### Logic cells by family, run 1

Drawn at 4 px/um.
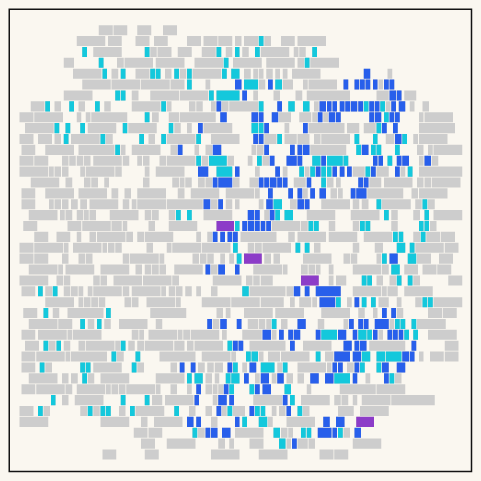
### Routed metal per tile, run 1

Drawn at 3 px/um. The die is cut into 23 by 23 equal tiles; white is low, dark blue is high, scaled to the fullest tile. Values are wire area over tile area, all layers added.
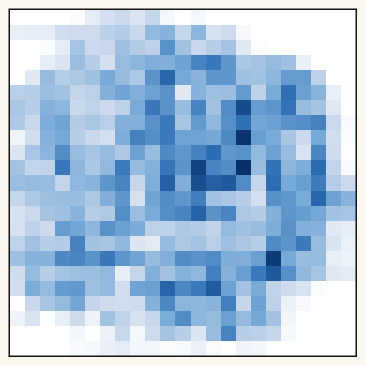
### A small window of the routed layout, run 1

Region (43, 20) to (73, 50) um. Cells in gray, sequential cells in the stronger gray; small squares are vias.
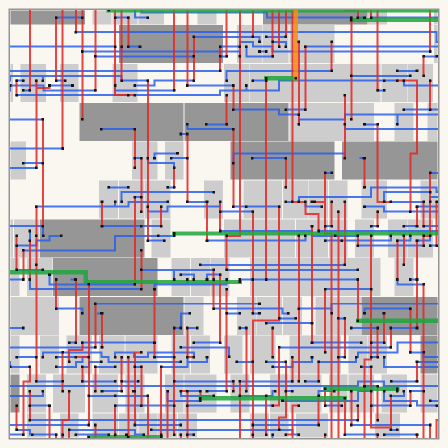
===== src/rtl/imem_loader.sv =====
// imem_loader: downloads a program from a UART byte stream into instruction
// memory. The stream is a 16-bit big-endian word count N, then N 32-bit
// big-endian words. The CPU is held in reset while loading. An abort is
// raised if N does not fit the memory or if the byte stream stalls too long.
module imem_loader #(
    parameter int ADDR_WIDTH = 14,
    parameter int TIMEOUT    = 1000000
) (
    input  logic                  clock,
    input  logic                  reset,
    input  logic                  load_start,
    input  logic                  byte_valid,
    input  logic [7:0]            byte_data,
    output logic                  imem_wen,
    output logic [ADDR_WIDTH-1:0] imem_addr,
    output logic [31:0]           imem_wdata,
    output logic                  cpu_hold,
    output logic                  load_done,
    output logic                  load_err,
    output logic [2:0]            dbg_state_o
);

    // Compare width wide enough for both the 16-bit count and 2**ADDR_WIDTH.
    localparam int CW = ((ADDR_WIDTH > 16) ? ADDR_WIDTH : 16) + 1;
    // Timeout counter only ever holds 0 .. TIMEOUT-1.
    localparam int TW = (TIMEOUT > 1) ? $clog2(TIMEOUT) : 1;

    typedef enum logic [2:0] {
        IDLE   = 3'd0,
        LEN_HI = 3'd1,
        LEN_LO = 3'd2,
        DATA   = 3'd3,
        DONE   = 3'd4,
        ERR    = 3'd5
    } state_t;

    state_t                state_q;
    logic [7:0]            len_hi_q;
    logic [15:0]           len_q;
    logic [23:0]           shift_q;
    logic [1:0]            byte_cnt_q;
    logic [ADDR_WIDTH-1:0] word_idx_q;
    logic [TW-1:0]         tmo_q;
    logic                  wen_q;
    logic [ADDR_WIDTH-1:0] addr_q;
    logic [31:0]           wdata_q;
    logic                  hold_q;
    logic                  done_q;
    logic                  err_q;

    // Next-value helpers derived from the byte arriving this cycle.
    logic [15:0] len_d;
    logic [31:0] word_d;
    logic        len_too_big;
    logic        last_word;
    logic        tmo_hit;

    // Decode the incoming byte against the current partial length / word.
    always_comb begin
        len_d       = {len_hi_q, byte_data};
        word_d      = {shift_q, byte_data};
        len_too_big = (CW'(len_d) > (CW'(1) << ADDR_WIDTH));
        last_word   = (CW'(word_idx_q) == (CW'(len_q) - CW'(1)));
        tmo_hit     = (tmo_q == TW'(TIMEOUT - 1));
    end

    // Loader FSM: length capture, word assembly, memory writes, timeout.
    always_ff @(posedge clock) begin
        if (reset) begin
            state_q    <= IDLE;
            len_hi_q   <= '0;
            len_q      <= '0;
            shift_q    <= '0;
            byte_cnt_q <= '0;
            word_idx_q <= '0;
            tmo_q      <= '0;
            wen_q      <= 1'b0;
            addr_q     <= '0;
            wdata_q    <= '0;
            hold_q     <= 1'b0;
            done_q     <= 1'b0;
            err_q      <= 1'b0;
        end else begin
            // Write enable is a single-cycle pulse; only the 4th byte raises it.
            wen_q <= 1'b0;
            case (state_q)
                IDLE, DONE, ERR: begin
                    if (load_start) begin
                        state_q    <= LEN_HI;
                        hold_q     <= 1'b1;
                        done_q     <= 1'b0;
                        err_q      <= 1'b0;
                        word_idx_q <= '0;
                        byte_cnt_q <= '0;
                        tmo_q      <= '0;
                    end else if (state_q == DONE) begin
                        // Success flag trails the DONE entry by one cycle.
                        done_q <= 1'b1;
                    end
                end
                LEN_HI, LEN_LO, DATA: begin
                    if (byte_valid) begin
                        tmo_q <= '0;
                        if (state_q == LEN_HI) begin
                            len_hi_q <= byte_data;
                            state_q  <= LEN_LO;
                        end else if (state_q == LEN_LO) begin
                            len_q <= len_d;
                            if (len_d == 16'd0) begin
                                state_q <= DONE;
                                hold_q  <= 1'b0;
                            end else if (len_too_big) begin
                                state_q <= ERR;
                                err_q   <= 1'b1;
                            end else begin
                                state_q <= DATA;
                            end
                        end else begin
                            if (byte_cnt_q == 2'd3) begin
                                wen_q      <= 1'b1;
                                addr_q     <= word_idx_q;
                                wdata_q    <= word_d;
                                word_idx_q <= word_idx_q + ADDR_WIDTH'(1);
                                byte_cnt_q <= '0;
                                if (last_word) begin
                                    state_q <= DONE;
                                    hold_q  <= 1'b0;
                                end
                            end else begin
                                shift_q    <= {shift_q[15:0], byte_data};
                                byte_cnt_q <= byte_cnt_q + 2'd1;
                            end
                        end
                    end else if (tmo_hit) begin
                        // Stalled stream: drop any partial word and abort.
                        state_q <= ERR;
                        err_q   <= 1'b1;
                    end else begin
                        tmo_q <= tmo_q + TW'(1);
                    end
                end
                default: begin
                    state_q <= IDLE;
                    hold_q  <= 1'b0;
                end
            endcase
        end
    end

    assign imem_wen    = wen_q;
    assign imem_addr   = addr_q;
    assign imem_wdata  = wdata_q;
    assign cpu_hold    = hold_q;
    assign load_done   = done_q;
    assign load_err    = err_q;
    assign dbg_state_o = state_q;

endmodule


===== config.mk =====
export PLATFORM = sky130hd
export DESIGN_NAME = imem_loader
export DESIGN_NICKNAME = d
export VERILOG_FILES = /design/src/rtl/imem_loader.sv
export SDC_FILE = /design/constraint.sdc
export NUM_CORES = 1
export LEC_CHECK = 0
export ABC_AREA = 1
export CAP_MARGIN = 10
export CORE_MARGIN = 2
export CORE_UTILIZATION = 50
export DETAILED_ROUTE_END_ITERATION = 8
export PLACE_DENSITY = 0.72
export SLEW_MARGIN = 20
export SYNTH_ARGS = -nofsm -noshare
export SYNTH_HDL_FRONTEND = slang
export SYNTH_SLANG_ARGS = --single-unit

===== constraint.sdc =====
create_clock -name clock -period 3.2 [get_ports clock]
set_clock_uncertainty 0.2 [all_clocks]
set_input_delay 0.64 -clock clock [delete_from_list [all_inputs] [get_ports clock]]
set_output_delay 0.64 -clock clock [all_outputs]
set_load 0.03 [all_outputs]

==> GITHUB_STEP_SUMMARY, run 1 <==
## PnR job results

| Metric | Value |
|---|---|
| Cell count along the critical path | `1` |
| Cells on Worst Hold Path | `2` |
| Reg-to-reg endpoint | `dbg_state_o[2]$_SDFFE_PP0P_` |
| Non-clock buffering overhead | `9.35%` |
| Highest-power group | `registers` |
| Max-Cap Viols | `0` |
| RR Startpoint | `len_q[0]$_SDFFE_PP0P_` |
| Fraction of registers with async set/reset | `0%` |
| Initial antenna violation count | `0` |
| Pwr/cell area | `762 mW/mm2` |
| Worst EP arrival | `1.68 ns` |
| Clock group power | `1.92 mW` |
| # DRC | `0` |
| Post-synth cell types | `37` |
| GPL Wtd Cong | `0.871` |
| Number of global-route vias before repair | `5234` |
| Die area | `0.0133 mm2` |
| Final wirelength | `15200 um` |
| Die width | `115 um` |
| Outcome | `completed` |
| Critical Setup Path Class | `register to primary output` |
| Register area share after synthesis | `44.4%` |
| Largest cell class by area | `combinational gates` |
| Pin count of the biggest net entering global routing | `63` |
| TNS Setup | `0 ns` |
| Clock buffer depth | `2` |
| Cells after synthesis | `874` |
| Synthesized area | `0.00618 mm2` |
| Most common cell in the netlist | `nor2_1` |
| ANT cells | `0` |
| Worst setup SP type | `register` |
| FF/Latch Area | `0.00274 mm2` |
| Area of the core | `0.0121 mm2` |
| CP max FO | `6` |
| Clock power share | `33.4%` |
| Ys cells | `874` |
| Endpoints failing setup | `0` |
| Switching part of the total power | `35.7%` |
| IO Count | `65` |
| Num sequential | `137` |
| Via density | `5.17` |
| Htree depth | `4` |
| Clk ins delay skew pair | `0.42 ns` |
| Clock buffers | `20` |
About 'Logic cells by family':
[blue] nand cells | cells: 184 | most used: nand2_1
[cyan] nor cells | cells: 179 | most used: nor2_1 | where: all over the die
[purple] fa/ha/maj cells | cells: 4 | most used: ha_1 | where: center

About 'Routed metal per tile':
fullest tile: 0.52
densest ninth of the die: center
tiles over half the peak: 26%
nearly empty tiles: 14%
mean over tiles: 0.18

About 'A small window of the routed layout':
[green] metal 3
[blue] metal 1
[orange] metal 4
[red] metal 2
cells with their middle in the window: 88
netlist names of flops here include: tmo_q (6)
most frequent: inv_1 (15), nand2_1 (14), a21oi_1 (11)
sequential cells in the window: 9

==> run 1: metal layers <==
layer  global-route usage [%]  part of all wire, %  vias to the layer above
met2                     37.0                   44                      128
met5                        0                    0                        -
met3                     5.38                  4.8                        9
met1                     34.5                   51                     2651
met4                     6.83                 0.85                        0
li1                         -                    -                     2946
==> run 1: worst max path at each step <==
stage                                        to  slack (ns)
finish                           dbg_state_o[2]        0.68
global route        dbg_state_o[1]$_SDFFE_PP0P_        0.52
CTS                              dbg_state_o[2]        0.68
detailed placement  imem_wdata[24]$_SDFFE_PP0P_        0.44
global placement    imem_wdata[24]$_SDFFE_PP0P_        0.44
floorplan            word_idx_q[6]$_SDFFE_PP0P_        1.10
==> run 1: cell usage in the layout (no fill, tap or decap), types with 4 or more instances in the layout <==
cell type	instances
a21oi_1	116
buf_4	6
clkbuf_16	17
clkdlybuf4s50_1	64
dfxtp_1	137
ha_1	4
inv_1	104
inv_2	8
nand2_1	124
nand2_2	7
nand3_1	36
nand4_1	8
nor2_1	148
nor2_2	7
nor2_4	5
nor3_1	9
nor4_1	6
o21ai_0	66
o21ai_1	19
xnor2_1	5
xor2_1	9
==> run 1: logic make-up after synthesis <==
group                      synth area share, %
and+or+nand+nor                           26.3
AOI/OAI and AO/OA                         17.5
buffers and inverters                     9.02
DFF                                       44.4
xor gates and xnor gates                  1.98
adders and majority gates                0.809
==> run 1: per-stage QoR <==
step / power (mW) / area (um2) / cells / setup slack [ns]
after floorplan: 3.41 / 6180 / 874 / 1.10
after global placement: 3.81 / 6970 / 1082 / 0.436
after detailed placement: 3.83 / 6970 / 1082 / 0.440
after CTS: 5.76 / 7550 / 1110 / 0.678
after global routing: 6.12 / 7550 / 1110 / 0.516
final: 5.75 / 7550 / 1110 / 0.682
### Routing congestion, run 1

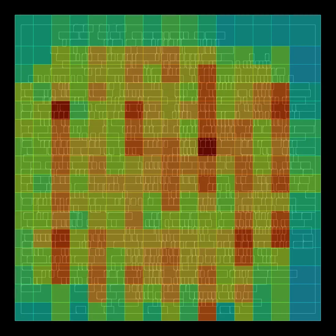

==> run 1 -> run 2 <==
--- a/config.mk
+++ b/config.mk
@@ -10,7 +10,7 @@
 export CORE_MARGIN = 2
 export CORE_UTILIZATION = 50
 export DETAILED_ROUTE_END_ITERATION = 8
-export PLACE_DENSITY = 0.72
+export PLACE_DENSITY = 0.75
 export SLEW_MARGIN = 20
 export SYNTH_ARGS = -nofsm -noshare
 export SYNTH_HDL_FRONTEND = slang
==> constraint.sdc (replaced) <==
create_clock -name clock -period 2.16 [get_ports clock]
set_clock_uncertainty 0.2 [all_clocks]
set_input_delay 0.432 -clock clock [delete_from_list [all_inputs] [get_ports clock]]
set_output_delay 0.432 -clock clock [all_outputs]
set_load 0.03 [all_outputs]
### Routing congestion, run 2

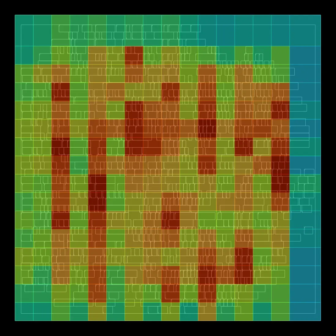
grt met1 use: 33.7%
total track usage: 25.7%
Finished Core Util: 67.6%

### A small window of the routed layout, run 2

Region (43, 20) to (73, 50) um. Cells in gray, sequential cells in the stronger gray; small squares are vias.
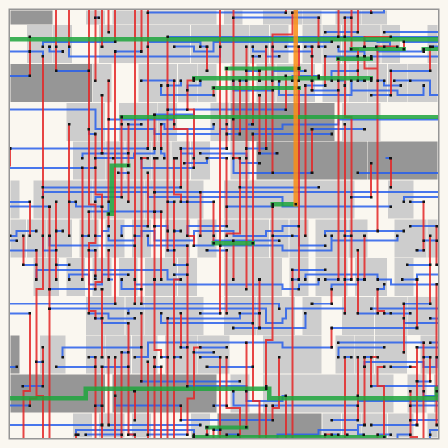
[green] metal 3
[blue] metal 1
[red] metal 2
[orange] metal 4
sequential cells in the window: 7
cells with their middle in the window: 105
most frequent: nand2_1 (25), nor2_1 (16)
netlist names of flops here include: dbg_state_o (2), tmo_q (2)

### Signal wires on met4, run 2

Drawn at 4 px/um. Supply wires on this layer in gray.
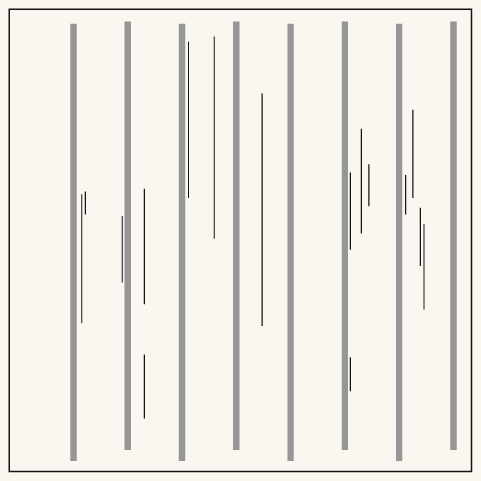
longest straight run: 57.8 um
nets with wire on the layer: 14
wire length on this layer: 375 um

==> run 2 against run 1 <==
Effect of this change:
- sequential cell count is the same
- global-route usage grew 1.5 points
- die area is the same
- critical endpoint is now dbg_state_o[2]$_SDFFE_PP0P_
- hold slack lost 0.0015 ns
- sequential share of layout area shrank 2.6 points
- critical path type is now register to register
- via count grew 4.2%
- synthesized area is the same
- synthesized cell count is the same
- worst setup slack lost 0.66 ns
- final area grew 8.0%
- sequential power grew 49%
- register-to-register slack lost 0.75 ns
==> GITHUB_STEP_SUMMARY, run 2 <==
## PnR job results

| Metric | Value |
|---|---|
| Post-synth cell types | `37 (unchanged)` |
| ANT cells | `0 (unchanged)` |
| Clock buffer depth | `2 (unchanged)` |
| Layer with the highest usage | `met2 (unchanged)` |
| Endpoints failing setup | `0 (unchanged)` |
| Via density | `5.08 (was 5.17)` |
| Register area share after synthesis | `44.4% (unchanged)` |
| Final wirelength | `16500 um (was 15200 um)` |
| Met2 Wirelength | `7410 um (was 6660 um)` |
| FF/Latch Area | `0.00275 mm2 (was 0.00274 mm2)` |
| Cells after synthesis | `874 (unchanged)` |
| Final Cell Area | `0.00815 mm2 (was 0.00755 mm2)` |
| Outcome | `completed (unchanged)` |
| Top Layer Used | `met4 (unchanged)` |
| Area of the core | `0.0121 mm2 (unchanged)` |
| Most frequent cells in the layout | `nor2_1, dfxtp_1, nand2_1 (unchanged)` |
| Max-Cap Viols | `0 (unchanged)` |
| Clock power share | `33.3% (was 33.4%)` |
| Critical Setup Path Class | `register to register (was register to primary output)` |
| # DRC | `0 (unchanged)` |
| Htree depth | `4 (unchanged)` |
| M3 GR Usage | `7.33% (was 5.38%)` |
| CP max FO | `4 (was 6)` |
| Slew Viols, Final | `0 (unchanged)` |
| Pin count of the biggest net entering global routing | `40 (was 63)` |
| Worst setup SP type | `register (unchanged)` |
| RR Startpoint | `len_q[0]$_SDFFE_PP0P_ (unchanged)` |
| Worst EP arrival | `2.30 ns (was 1.68 ns)` |
| Met3 Wirelength | `1070 um (was 737 um)` |
| Number of global-route vias before repair | `5644 (was 5234)` |
| TNS Setup | `0 ns (unchanged)` |
| Met1 Wirelength | `7650 um (was 7720 um)` |
| IO Count | `65 (unchanged)` |
| Die area | `0.0133 mm2 (unchanged)` |
| Reg-to-reg endpoint | `dbg_state_o[2]$_SDFFE_PP0P_ (unchanged)` |
| Clk ins delay skew pair | `0.43 ns (was 0.42 ns)` |
| Die width | `115 um (unchanged)` |
| Pwr/cell area | `1110 mW/mm2 (was 762 mW/mm2)` |
| Ys cells | `874 (unchanged)` |
| Initial antenna violation count | `0 (unchanged)` |
| Most common cell in the netlist | `nor2_1 (unchanged)` |
| Cells on Worst Hold Path | `2 (unchanged)` |
## run 2: netlist changes by cell type in the layout (fill, tap and decap cells not counted), sizes merged
cell | before | now
dlygate4sd2 | 0 | 3
clkbuf | 20 | 18
clkinvlp | 1 | 4
clkinv | 4 | 1
clkdlybuf4s50 | 64 | 61
buf | 7 | 68
inv | 112 | 118
## run 2: logic make-up after synthesis
| group | Yosys count | synth area share (%) |
|---|---|---|
| AOI/OAI and AO/OA | 210 | 17.5 |
| xor gates and xnor gates | 14 | 1.98 |
| adders and majority gates | 4 | 0.809 |
| buffers and inverters | 143 | 9.02 |
| DFF | 137 | 44.4 |
| and+or+nand+nor | 366 | 26.3 |
## run 2: area by class of cell
cell class / count / share of cell area (%)
clock buffer: 18 / 5.26
clock inverter: 14 / 2.26
inverter: 112 / 5.16
multi-input combinational: 594 / 36.2
sequential: 137 / 33.7
tap: 168 / 2.58
timing repair buffer: 132 / 14.8
## run 2: through the flow
step	power [mW]	utilization, %	instances	worst slack [ns]
2_1_floorplan	5.05	-	874	0.0630
3_3_place_gp	5.86	61.8	1139	-0.187
3_5_place_dp	5.91	61.8	1139	-0.199
4_1_cts	9.05	67.3	1174	0.00419
5_1_grt	9.63	67.6	1175	-0.165
6_report	9.08	67.6	1175	0.0178
## run 2: critical path: stages, from the launching register on
cell,delay [ns]
dfxtp_2,0.33
inv_2,0.05
ha_4,0.23
nand2_2,0.05
inv_1,0.03
nor2_1,0.09
nand2_1,0.07
nor2_2,0.15
nand2_1,0.07
nor2_1,0.09
nand2_1,0.06
nor2_1,0.11
nand3_2,0.13
nand3_2,0.13
nand2_4,0.07
nand2_1,0.07
nand2_1,0.05
nor2_1,0.10
## run 2: repair_timing
action	in CTS	in global routing
setup endpoints to repair	7	44
gates resized	17	8
buffers inserted	3	1
pin swaps	12	4
### Logic cells by family, run 2

Drawn at 4 px/um.
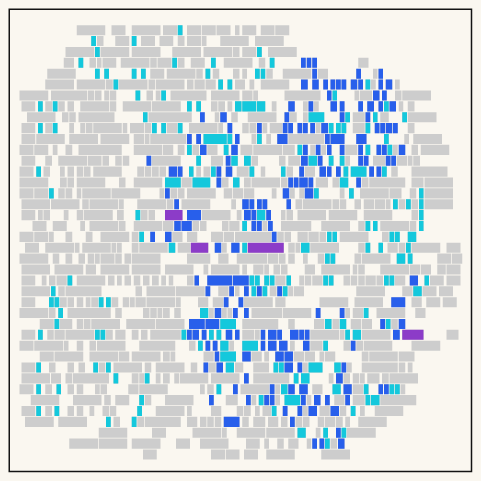

==> run 2 -> run 3 <==
--- a/config.mk
+++ b/config.mk
@@ -11,6 +11,7 @@
 export CORE_UTILIZATION = 50
 export DETAILED_ROUTE_END_ITERATION = 8
 export PLACE_DENSITY = 0.75
+export REMOVE_ABC_BUFFERS = 1
 export SLEW_MARGIN = 20
 export SYNTH_ARGS = -nofsm -noshare
 export SYNTH_HDL_FRONTEND = slang
### Logic cells by family, run 3

Drawn at 4 px/um.
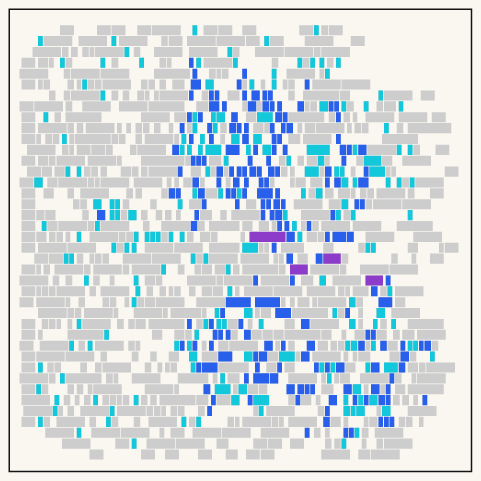
[cyan] nor cells | cells: 179 | most used: nor2_1 | where: all over the die
[purple] fa/ha/maj cells | cells: 4 | most used: ha_1
[blue] nand cells | cells: 184 | most used: nand2_1

### Routing congestion, run 3

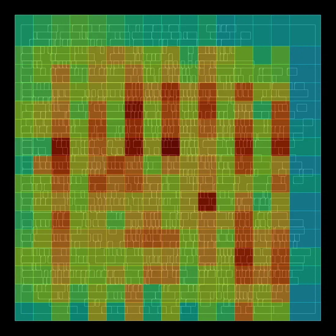
layer with the highest usage: met2
total track usage: 23.3%
Finished Core Util: 66.8%

### A small window of the routed layout, run 3

Region (43, 20) to (73, 50) um. Cells in gray, sequential cells in the stronger gray; small squares are vias.
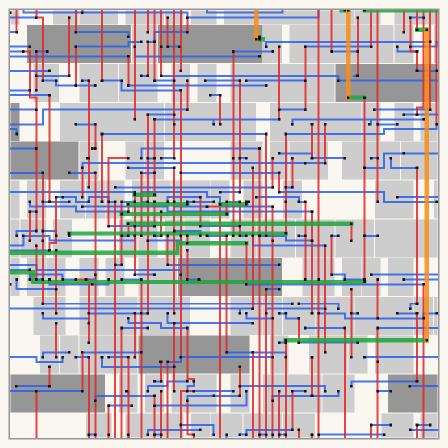
[green] metal 3
[blue] metal 1
[orange] metal 4
[red] metal 2
netlist names of flops here include: dbg_state_o (3), len_q (2)
most frequent: nand2_1 (18), buf_4 (12), nor2_1 (10)
sequential cells in the window: 7
cells with their middle in the window: 90

==> run 3 against run 2 <==
Effect of this change:
- global-route usage down 2.4 points
- largest power group unchanged
- worst setup slack improved by 0.055 ns
- clock-buffer cell count rose by 2
- utilization is 0.83 points lower
- non-clock buffer count shrank 10
- hold slack worse by 0.0041 ns
- synthesized cell count did not move
- via count shrank 2.5%
- critical endpoint is now cpu_hold
- combinational power rose by 4%
- fmax grew 2.7%
- largest cell class unchanged
==> GITHUB_STEP_SUMMARY, run 3 <==
## PnR job results

| Metric | Value |
|---|---|
| Outcome | `completed (unchanged)` |
| Slew Viols, Final | `0 (unchanged)` |
| Htree depth | `4 (unchanged)` |
| Cells on Worst Hold Path | `2 (unchanged)` |
| Total power | `8.93 mW (was 9.08 mW)` |
| Most frequent cells in the layout | `nor2_1, dfxtp_1, nand2_1 (unchanged)` |
| IO Count | `65 (unchanged)` |
| Endpoints failing setup | `0 (unchanged)` |
| Via density | `5.00 (was 5.08)` |
| Mux contribution to synthesized area | `0% (unchanged)` |
| GPL Wtd Cong | `0.890 (was 0.925)` |
| ANT cells | `0 (unchanged)` |
| Crit path max-delay family | `buffers and inverters (was simple AND/OR/NAND/NOR gates)` |
| CP bufs+invs | `1 (was 2)` |
| CP max FO | `2 (was 4)` |
| Die width | `115 um (unchanged)` |
| Pin count of the biggest net entering global routing | `44 (was 40)` |
| Reg-to-reg endpoint | `dbg_state_o[2]$_SDFFE_PP0P_ (unchanged)` |
| Dpl cells | `1128 (was 1139)` |
| Synthesized area | `0.00618 mm2 (unchanged)` |
==> run 3: cell counts after synthesis <==
No cell type changed its count.
==> run 3: worst max-delay path by stage <==
| stage | cells after the start | end | slack [ns] |
|---|---|---|---|
| final | 1 | cpu_hold | 0.07 |
| after global routing | 14 | dbg_state_o[1]$_SDFFE_PP0P_ | -0.12 |
| after CTS | 15 | dbg_state_o[2]$_SDFFE_PP0P_ | 0.01 |
| after detailed placement | 9 | dbg_state_o[2]$_SDFFE_PP0P_ | -0.25 |
| after global placement | 10 | dbg_state_o[2]$_SDFFE_PP0P_ | -0.20 |
| after floorplan | 7 | imem_wdata[0]$_SDFFE_PP0P_ | -1.42 |
==> run 3: layout make-up <==
type / instances / area, um2 / share of cell area [%]
timing repair buffer: 122 / 1130 / 14.0
multi-input combinational: 594 / 2990 / 37.1
clock inverter: 11 / 124 / 1.54
sequential: 137 / 2750 / 34.1
inverter: 112 / 420 / 5.22
clock buffer: 20 / 437 / 5.42
tap: 168 / 210 / 2.61
==> run 3: logic make-up (layout without fill, tap and decap cells) <==
group                    count (synthesis)  after routing
AND-OR/OR-AND                          210            210
flip-flops                             137            137
buffers and inverters                  143            265
adder cells (fa/ha/maj)                  4              4
XOR/XNOR                                14             14
AND/OR/NAND/NOR                        366            366
==> run 3: metal layers <==
metal / global-route usage, % / routed length, um
met3: 6.17 / 794
met4: 9.00 / 261
met5: 0 / 0
met2: 36.5 / 6860
met1: 30.8 / 7110
==> run 3: where the power goes <==
group / switching, mW / leakage [nW] / internal [mW]
clock network: 1.08 / 0.267 / 1.69
registers: 0.215 / 1.11 / 2.80
logic: 1.90 / 1.83 / 1.24
total: 3.19 / 3.21 / 5.73
==> run 3: what timing repair did <==
item                                    CTS  global route
gates resized                             5            32
pin swaps                                 0            11
setup buffers                             0             5
endpoints found under the setup margin    6            21
No activity file was given, so power comes from the tool's default toggle rates.
